### Signal wires by layer

(2 px per um)
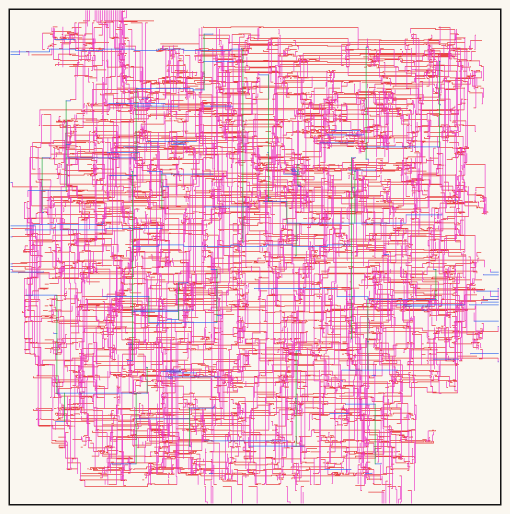
### The clock network

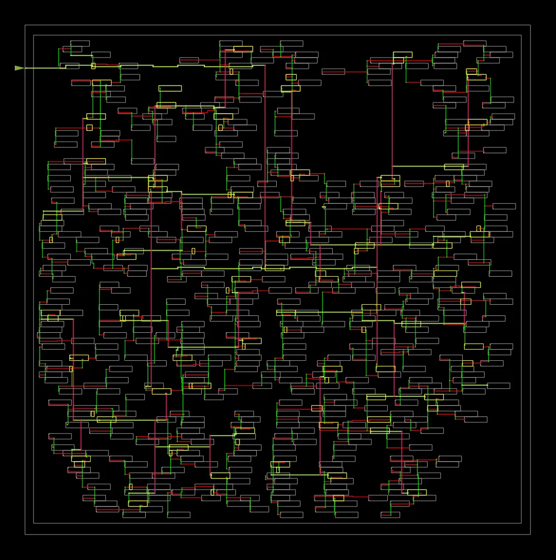
### Local utilization

(1.5 px per um) 24 x 25 tiles, from white (low) to dark blue (high), 0 to 100% covered.
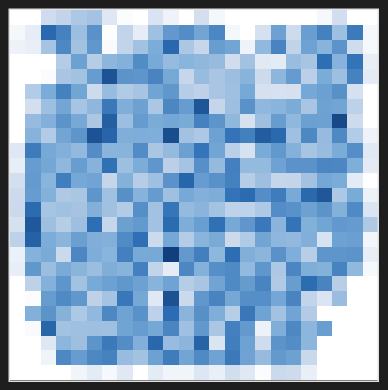
### Where the registers sit

(2 px per um) Other sequential cells in the stronger gray, the rest of the logic in the fainter gray.
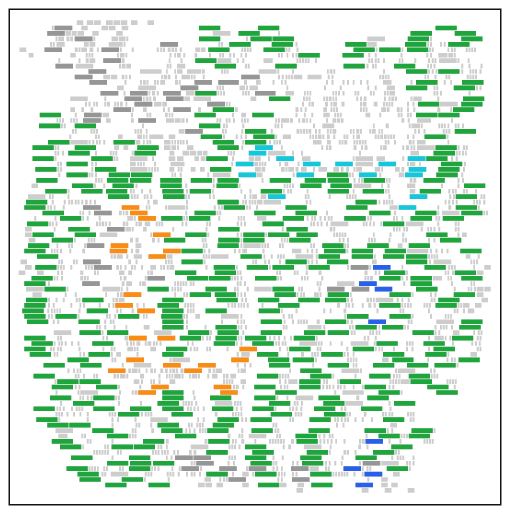
### Metal 4

(2 px per um) Supply wires on this layer in gray. Cells faint in the background.
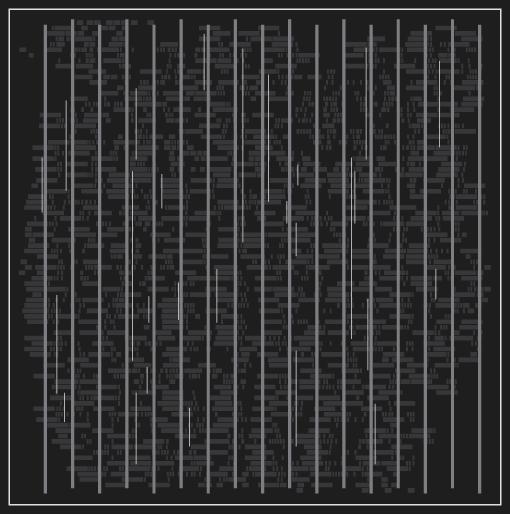
**config.mk**
```make
export PLATFORM = sky130hd
export DESIGN_NAME = l1a_dav_scheduler
export DESIGN_NICKNAME = d
export VERILOG_FILES = /design/src/rtl/l1a_dav_scheduler.sv
export SDC_FILE = /design/constraint.sdc
export NUM_CORES = 1
export LEC_CHECK = 0
export ABC_AREA = 1
export CELL_PAD_IN_SITES_DETAIL_PLACEMENT = 0
export CELL_PAD_IN_SITES_GLOBAL_PLACEMENT = 1
export CORE_AREA = 4 4 241 243
export DETAILED_ROUTE_END_ITERATION = 12
export DIE_AREA = 0 0 245 247
export HOLD_SLACK_MARGIN = 0.06
export PLACE_DENSITY_LB_ADDON = 0.15
export SYNTH_ARGS = -nofsm -noshare
export SYNTH_HDL_FRONTEND = slang
export SYNTH_HIERARCHICAL = 1
export SYNTH_SLANG_ARGS = --single-unit
```
**constraint.sdc**
```tcl
create_clock -name clk -period 5 [get_ports clk]
set_input_delay 0.5 -clock clk [delete_from_list [all_inputs] [get_ports clk]]
set_output_delay 0.5 -clock clk [all_outputs]
set_load 0.01 [all_outputs]
```
**src/rtl/l1a_dav_scheduler.sv**
```systemverilog
// Queues L1A triggers, collects ALCT/TMB data-available pulses per head event, emits one record per L1A.
// Record valid one cycle after the last DAV or window expiry; holds until evt_ready, queue absorbs DEPTH L1As.

module l1a_dav_fifo #(
  parameter int WIDTH = 48,
  parameter int DEPTH = 8,
  parameter int AW    = (DEPTH > 1) ? $clog2(DEPTH) : 1
) (
  input  logic             clk,
  input  logic             rst_n,
  input  logic             i_push_vld,
  input  logic [WIDTH-1:0] i_push_dat,
  input  logic             i_pop,
  output logic [WIDTH-1:0] o_head_dat,
  output logic             o_full,
  output logic             o_empty,
  output logic [AW:0]      o_cnt
);

  logic [WIDTH-1:0] r_mem [DEPTH];
  logic [AW-1:0]    r_wr;
  logic [AW-1:0]    r_rd;
  logic [AW:0]      r_cnt;
  logic             w_push;
  logic             w_pop;

  assign o_full     = (r_cnt == (AW+1)'(DEPTH));
  assign o_empty    = (r_cnt == '0);
  assign o_cnt      = r_cnt;
  assign o_head_dat = r_mem[r_rd];
  assign w_push     = i_push_vld & ~o_full;
  assign w_pop      = i_pop & ~o_empty;

  always_ff @(posedge clk) begin
    if (w_push) r_mem[r_wr] <= i_push_dat;
  end

  always_ff @(posedge clk or negedge rst_n) begin
    if (!rst_n) begin
      r_wr  <= '0;
      r_rd  <= '0;
      r_cnt <= '0;
    end else begin
      if (w_push) r_wr <= r_wr + 1'b1;
      if (w_pop)  r_rd <= r_rd + 1'b1;
      case ({w_push, w_pop})
        2'b10:   r_cnt <= r_cnt + 1'b1;
        2'b01:   r_cnt <= r_cnt - 1'b1;
        default: r_cnt <= r_cnt;
      endcase
    end
  end

endmodule

module l1a_dav_scheduler #(
  parameter int DEPTH   = 8,
  parameter int DAV_WIN = 64
) (
  input  logic        clk,
  input  logic        rst_n,
  input  logic        en,
  input  logic        l1a,
  input  logic [7:0]  lct,
  input  logic        alct_dav,
  input  logic        tmb_dav,
  output logic        evt_valid,
  input  logic        evt_ready,
  output logic [23:0] evt_l1a_cnt,
  output logic [7:0]  evt_lct,
  output logic        evt_alct,
  output logic        evt_tmb,
  output logic        evt_timeout,
  output logic        overflow,
  output logic [7:0]  orphan_cnt
);

  localparam int AW = (DEPTH > 1) ? $clog2(DEPTH) : 1;

  typedef struct packed {
    logic [23:0] cnt;
    logic [7:0]  lct;
    logic [15:0] ts;
  } entry_t;

  typedef enum logic [1:0] {S_IDLE, S_WAIT, S_EMIT} state_t;

  state_t      r_state;
  state_t      w_state_nx;
  logic [15:0] r_ts;
  logic [23:0] r_l1a_cnt;
  logic        r_alct;
  logic        r_tmb;
  logic        r_overflow;
  logic [7:0]  r_orphan;
  logic [23:0] r_evt_cnt;
  logic [7:0]  r_evt_lct;
  logic        r_evt_alct;
  logic        r_evt_tmb;
  logic        r_evt_timeout;

  logic        w_l1a;
  logic        w_alct;
  logic        w_tmb;
  logic        w_push;
  logic        w_pop;
  logic        w_full;
  logic        w_empty;
  logic [AW:0] w_cnt;
  entry_t      w_push_dat;
  entry_t      w_head;
  logic [15:0] w_age;
  logic        w_expired;
  logic        w_alct_nx;
  logic        w_tmb_nx;
  logic        w_both;
  logic        w_load;
  logic        w_timeout;
  logic        w_orph_a;
  logic        w_orph_t;
  logic [8:0]  w_orph_sum;

  assign w_l1a  = en & l1a;
  assign w_alct = en & alct_dav;
  assign w_tmb  = en & tmb_dav;
  assign w_push = w_l1a & ~w_full;
  assign w_pop  = (r_state == S_EMIT) & evt_ready;

  assign w_push_dat = '{cnt: r_l1a_cnt + 24'd1, lct: lct, ts: r_ts};

  l1a_dav_fifo #(
    .WIDTH ($bits(entry_t)),
    .DEPTH (DEPTH),
    .AW    (AW)
  ) u_fifo (
    .clk        (clk),
    .rst_n      (rst_n),
    .i_push_vld (w_push),
    .i_push_dat (w_push_dat),
    .i_pop      (w_pop),
    .o_head_dat (w_head),
    .o_full     (w_full),
    .o_empty    (w_empty),
    .o_cnt      (w_cnt)
  );

  // Age is modular so the window survives the 16-bit timestamp wrap.
  assign w_age     = r_ts - w_head.ts;
  assign w_expired = ({1'b0, w_age} >= 17'(DAV_WIN));
  assign w_alct_nx = r_alct | w_alct;
  assign w_tmb_nx  = r_tmb | w_tmb;
  assign w_both    = w_alct_nx & w_tmb_nx;

  always_comb begin
    w_state_nx = r_state;
    w_load     = 1'b0;
    w_timeout  = 1'b0;
    case (r_state)
      S_IDLE: begin
        if (!w_empty || w_push) w_state_nx = S_WAIT;
      end
      S_WAIT: begin
        if (w_both) begin
          w_state_nx = S_EMIT;
          w_load     = 1'b1;
        end else if (w_expired) begin
          w_state_nx = S_EMIT;
          w_load     = 1'b1;
          w_timeout  = 1'b1;
        end
      end
      S_EMIT: begin
        if (evt_ready) begin
          if ((w_cnt > (AW+1)'(1)) || w_push) w_state_nx = S_WAIT;
          else                                w_state_nx = S_IDLE;
        end
      end
      default: w_state_nx = S_IDLE;
    endcase
  end

  always_ff @(posedge clk or negedge rst_n) begin
    if (!rst_n) r_state <= S_IDLE;
    else        r_state <= w_state_nx;
  end

  always_ff @(posedge clk or negedge rst_n) begin
    if (!rst_n) begin
      r_ts       <= '0;
      r_l1a_cnt  <= '0;
      r_overflow <= 1'b0;
    end else begin
      r_ts <= r_ts + 16'd1;
      if (w_l1a)          r_l1a_cnt  <= r_l1a_cnt + 24'd1;
      if (w_l1a & w_full) r_overflow <= 1'b1;
    end
  end

  always_ff @(posedge clk or negedge rst_n) begin
    if (!rst_n) begin
      r_alct <= 1'b0;
      r_tmb  <= 1'b0;
    end else if (w_pop) begin
      r_alct <= 1'b0;
      r_tmb  <= 1'b0;
    end else if (r_state == S_WAIT) begin
      r_alct <= w_alct_nx;
      r_tmb  <= w_tmb_nx;
    end
  end

  // A DAV with no head waiting for it, or a repeat for the same head, is unattributed.
  assign w_orph_a   = w_alct & ((r_state != S_WAIT) | r_alct);
  assign w_orph_t   = w_tmb  & ((r_state != S_WAIT) | r_tmb);
  assign w_orph_sum = {1'b0, r_orphan} + {8'd0, w_orph_a} + {8'd0, w_orph_t};

  always_ff @(posedge clk or negedge rst_n) begin
    if (!rst_n)                 r_orphan <= '0;
    else if (w_orph_sum > 9'd255) r_orphan <= 8'd255;
    else                        r_orphan <= w_orph_sum[7:0];
  end

  always_ff @(posedge clk or negedge rst_n) begin
    if (!rst_n) begin
      r_evt_cnt     <= '0;
      r_evt_lct     <= '0;
      r_evt_alct    <= 1'b0;
      r_evt_tmb     <= 1'b0;
      r_evt_timeout <= 1'b0;
    end else if (w_load) begin
      r_evt_cnt     <= w_head.cnt;
      r_evt_lct     <= w_head.lct;
      r_evt_alct    <= w_alct_nx;
      r_evt_tmb     <= w_tmb_nx;
      r_evt_timeout <= w_timeout;
    end
  end

  assign evt_valid   = (r_state == S_EMIT);
  assign evt_l1a_cnt = r_evt_cnt;
  assign evt_lct     = r_evt_lct;
  assign evt_alct    = r_evt_alct;
  assign evt_tmb     = r_evt_tmb;
  assign evt_timeout = r_evt_timeout;
  assign overflow    = r_overflow;
  assign orphan_cnt  = r_orphan;

endmodule

```
==> qor.log <==
[run_status] status completed
[global_routing] antenna violations before repair 0
[finish] combinational cell area excluding buffers and inverters 0.006558 sq mm
[die] Core Rows 87
[logic_synthesis] cell type with the highest aggregate area in the netlist sky130_fd_sc_hd__edfxtp_1
[logic_synthesis] number of warnings issued by yosys 6
[logic_synthesis] number of nets at floorplan 2431
[sta] WHS 0.4601 ns
[sta] Max-slew headroom 25.08%
[critical_path] element type at the critical path start flop
[logic_synthesis] chip area in the Yosys report 0.02221 sq mm
[hold_path] worst min-delay path class reg -> reg
[power] Cell Pwr Density 561.6 mW/mm^2
[flow_run] max_cap viols 0
[critical_path] critical setup path kind reg -> reg
[die] Floorplan Utilization 39.69%
[sta] worst setup skew after layout 0.02003 ns
[sta] minimum clock period 4.105 ns
[power] net switching component of the power 5.231 mW
[finish] top logic cell by instance count in the layout sky130_fd_sc_hd__nand2_1
[logic_synthesis] tally of unique sky130hd cells used after synthesis 39
[placed_design] placed cell areas 0.02351 sq mm
[global_routing] Remaining Overflow, GRT 0
[global_routing] largest net degree at the start of global routing 99
[critical_path] CP delay by family, top simple AND/OR/NAND/NOR gates
[global_routing] first-pass GRT wire length 81280 um
[power] switching share of total power 36.85%
[sta] Max Clock Freq 243.6 MHz
[sta] Slew Viols, Final 0
[die] width of the die 245 um
[logic_synthesis] Top area cell types sky130_fd_sc_hd__edfxtp_1 (52%), sky130_fd_sc_hd__nand2_1 (15%), sky130_fd_sc_hd__dfrtp_1 (11%)
[logic_synthesis] total of flip-flops plus latches after synthesis 482
[die] Die Footprint 0.06052 sq mm
[sta] share of the clock period used by the worst path after layout 82.10%
[cts] clock tree from TritonCTS done
[power] clock group share of total power 27.4%
[cts] clock-pin slew on the worst setup and hold paths 0.06 ns
[critical_path] list of cells traversed by the critical path buf_12 -> nor2_1 -> nor2_1 -> nand2_1 -> nand2_1 -> nand2_1 -> nand2_1 -> inv_1 -> ha_1 -> nand2_1 -> nor2_1 -> and2_1 -> nand2_1 -> nand3_1 -> nand2_1 -> inv_1 -> nand2_1 -> nor2_2 -> nand3_4 -> nand2_8 -> nand2_1
[logic_synthesis] post-synth design cell area 0.02221 sq mm
[sta] RSZ-0062 raised after global routing no
[routing] per-cell via count in the routed design 4.570
## Picture notes: 'Signal wires by layer'
| layer | color | wire length |
|---|---|---|
| met2 | magenta | 24.9 mm |
| met1 | red | 25.1 mm |
| met3 | blue | 1640 um |
| met4 | green | 975 um |
vias post-DR: 14840
final wirelength: 52560 um
wire length per cell: 16.18 um

## Picture notes: 'The clock network'
count of clock buffers in the final design: 81
clock group power: 3.89 mW
number of sinks handled by clock tree synthesis: 482

## Picture notes: 'Local utilization'
nearly empty tiles: 11%
fullest tile: 94%
mean over tiles: 40%
tiles over 75% full: 4.7%
emptiest ninth of the die: bottom right

## Picture notes: 'Where the registers sit'
| signal | color | flops |
|---|---|---|
| evt_lct | blue | 8 |
| r_ts | cyan | 16 |
| r_l1a_cnt | orange | 24 |
| u_fifo/r_mem | green | 384 |
not colored: 50
sequential cell power: 5.30 mW
utilization after layout: 45.18%
Storage cell area: 0.01399 sq mm

## Picture notes: 'Metal 4'
main direction: vertical
wire length on this layer: 975 um
share of all routed wire: 1.9%
longest straight run: 96.6 um

[cell families (layout without fill, tap and decap cells)]
kind of cell,count (synthesis),after routing,synth area share (%)
buffers and inverters,388,490,7.708
and+or+nand+nor,1407,1407,24.89
AOI/OAI and AO/OA,39,39,0.9635
xor gates and xnor gates,48,48,1.893
DFF,482,482,62.97
adders and majority gates,26,26,1.566
[registers in the layout (all words and copies together), names as in the netlist, 2 cells and up]
register / flops
evt_l1a_cnt: 24
u_fifo/o_cnt: 4
evt_lct: 8
u_fifo/r_mem: 384
u_fifo/r_rd: 3
r_state: 2
r_l1a_cnt: 24
orphan_cnt: 8
r_ts: 16
u_fifo/r_wr: 3
[layout make-up]
class	instances	share of cell area (%)
clock inverters	17	0.6385
well taps	756	3.742
multi-input cells	1520	25.94
clock buffers	81	6.306
inverters	297	4.415
flip-flops and latches	482	55.35
repair buffers	95	3.603
[metrics by stage]
stage	instances	setup WS, ns	utilization [%]
floorplan	2390	0.1529	-
global route	3248	0.4659	45.18
detailed placement	3149	0.8581	42.02
global placement	3149	0.8794	42.02
finish	3248	0.8951	45.18
CTS	3248	0.8280	45.18
[power groups by stage]
stage / Clock (mW) / Combinational [mW] / Sequential [mW]
final: 3.89 / 5.00 / 5.30
after global routing: 4.17 / 5.75 / 5.36
after CTS: 4.01 / 5.12 / 5.31
after detailed placement: 0 / 5.10 / 5.38
after global placement: 0 / 5.06 / 5.38
after floorplan: 0 / 3.68 / 5.30
[Yosys cell counts (all sizes together)]
library cell / number
a21oi: 8
dfrtp: 98
nand3: 73
o22ai: 2
or2: 1
inv: 297
o21ai: 23
o21bai: 2
o211ai: 1
buf: 77
xor2: 35
nand2: 877
nor2: 416
nor3b: 1
nor4: 2
xnor2: 13
clkbuf: 14
edfxtp: 384
nand4: 12
nor3: 19
ha: 23
and2: 2
a21o: 1
or4: 1
nand3b: 3
a31oi: 2
fa: 3
[final timing paths]
check,from,end,slack [ns],depth (start not counted)
min in group asynchronous,rst_n,orphan_cnt[1]$_DFF_PN0_,0.53,2
max in group asynchronous,rst_n,r_l1a_cnt[22]$_DFFE_PN0P_,3.32,3
min reg2reg,overflow$_DFFE_PN0P_,overflow$_DFFE_PN0P_,0.46,1
min,overflow$_DFFE_PN0P_,overflow$_DFFE_PN0P_,0.46,1
max,u_fifo/r_rd[0]$_DFFE_PN0P_,r_state[1]$_DFFE_PN0P_,0.90,21
max reg2reg,u_fifo/r_rd[0]$_DFFE_PN0P_,r_state[1]$_DFFE_PN0P_,0.90,21
[timing repair]
| item | 4_1_cts | 5_1_grt |
|---|---|---|
| hold buffers | 1 | 0 |
| buffers inserted | 0 | 0 |
| hold endpoints to repair | 52 | 0 |
[metal layers]
metal	wire [um]	vias up	global-route usage, %
li1	-	7564	-
met1	25050	7020	24.17
met2	24890	190	29.08
met3	1638	68	2.212
met4	975	0	4.212
met5	0	-	0
Power is estimated from default activity; no workload was simulated.
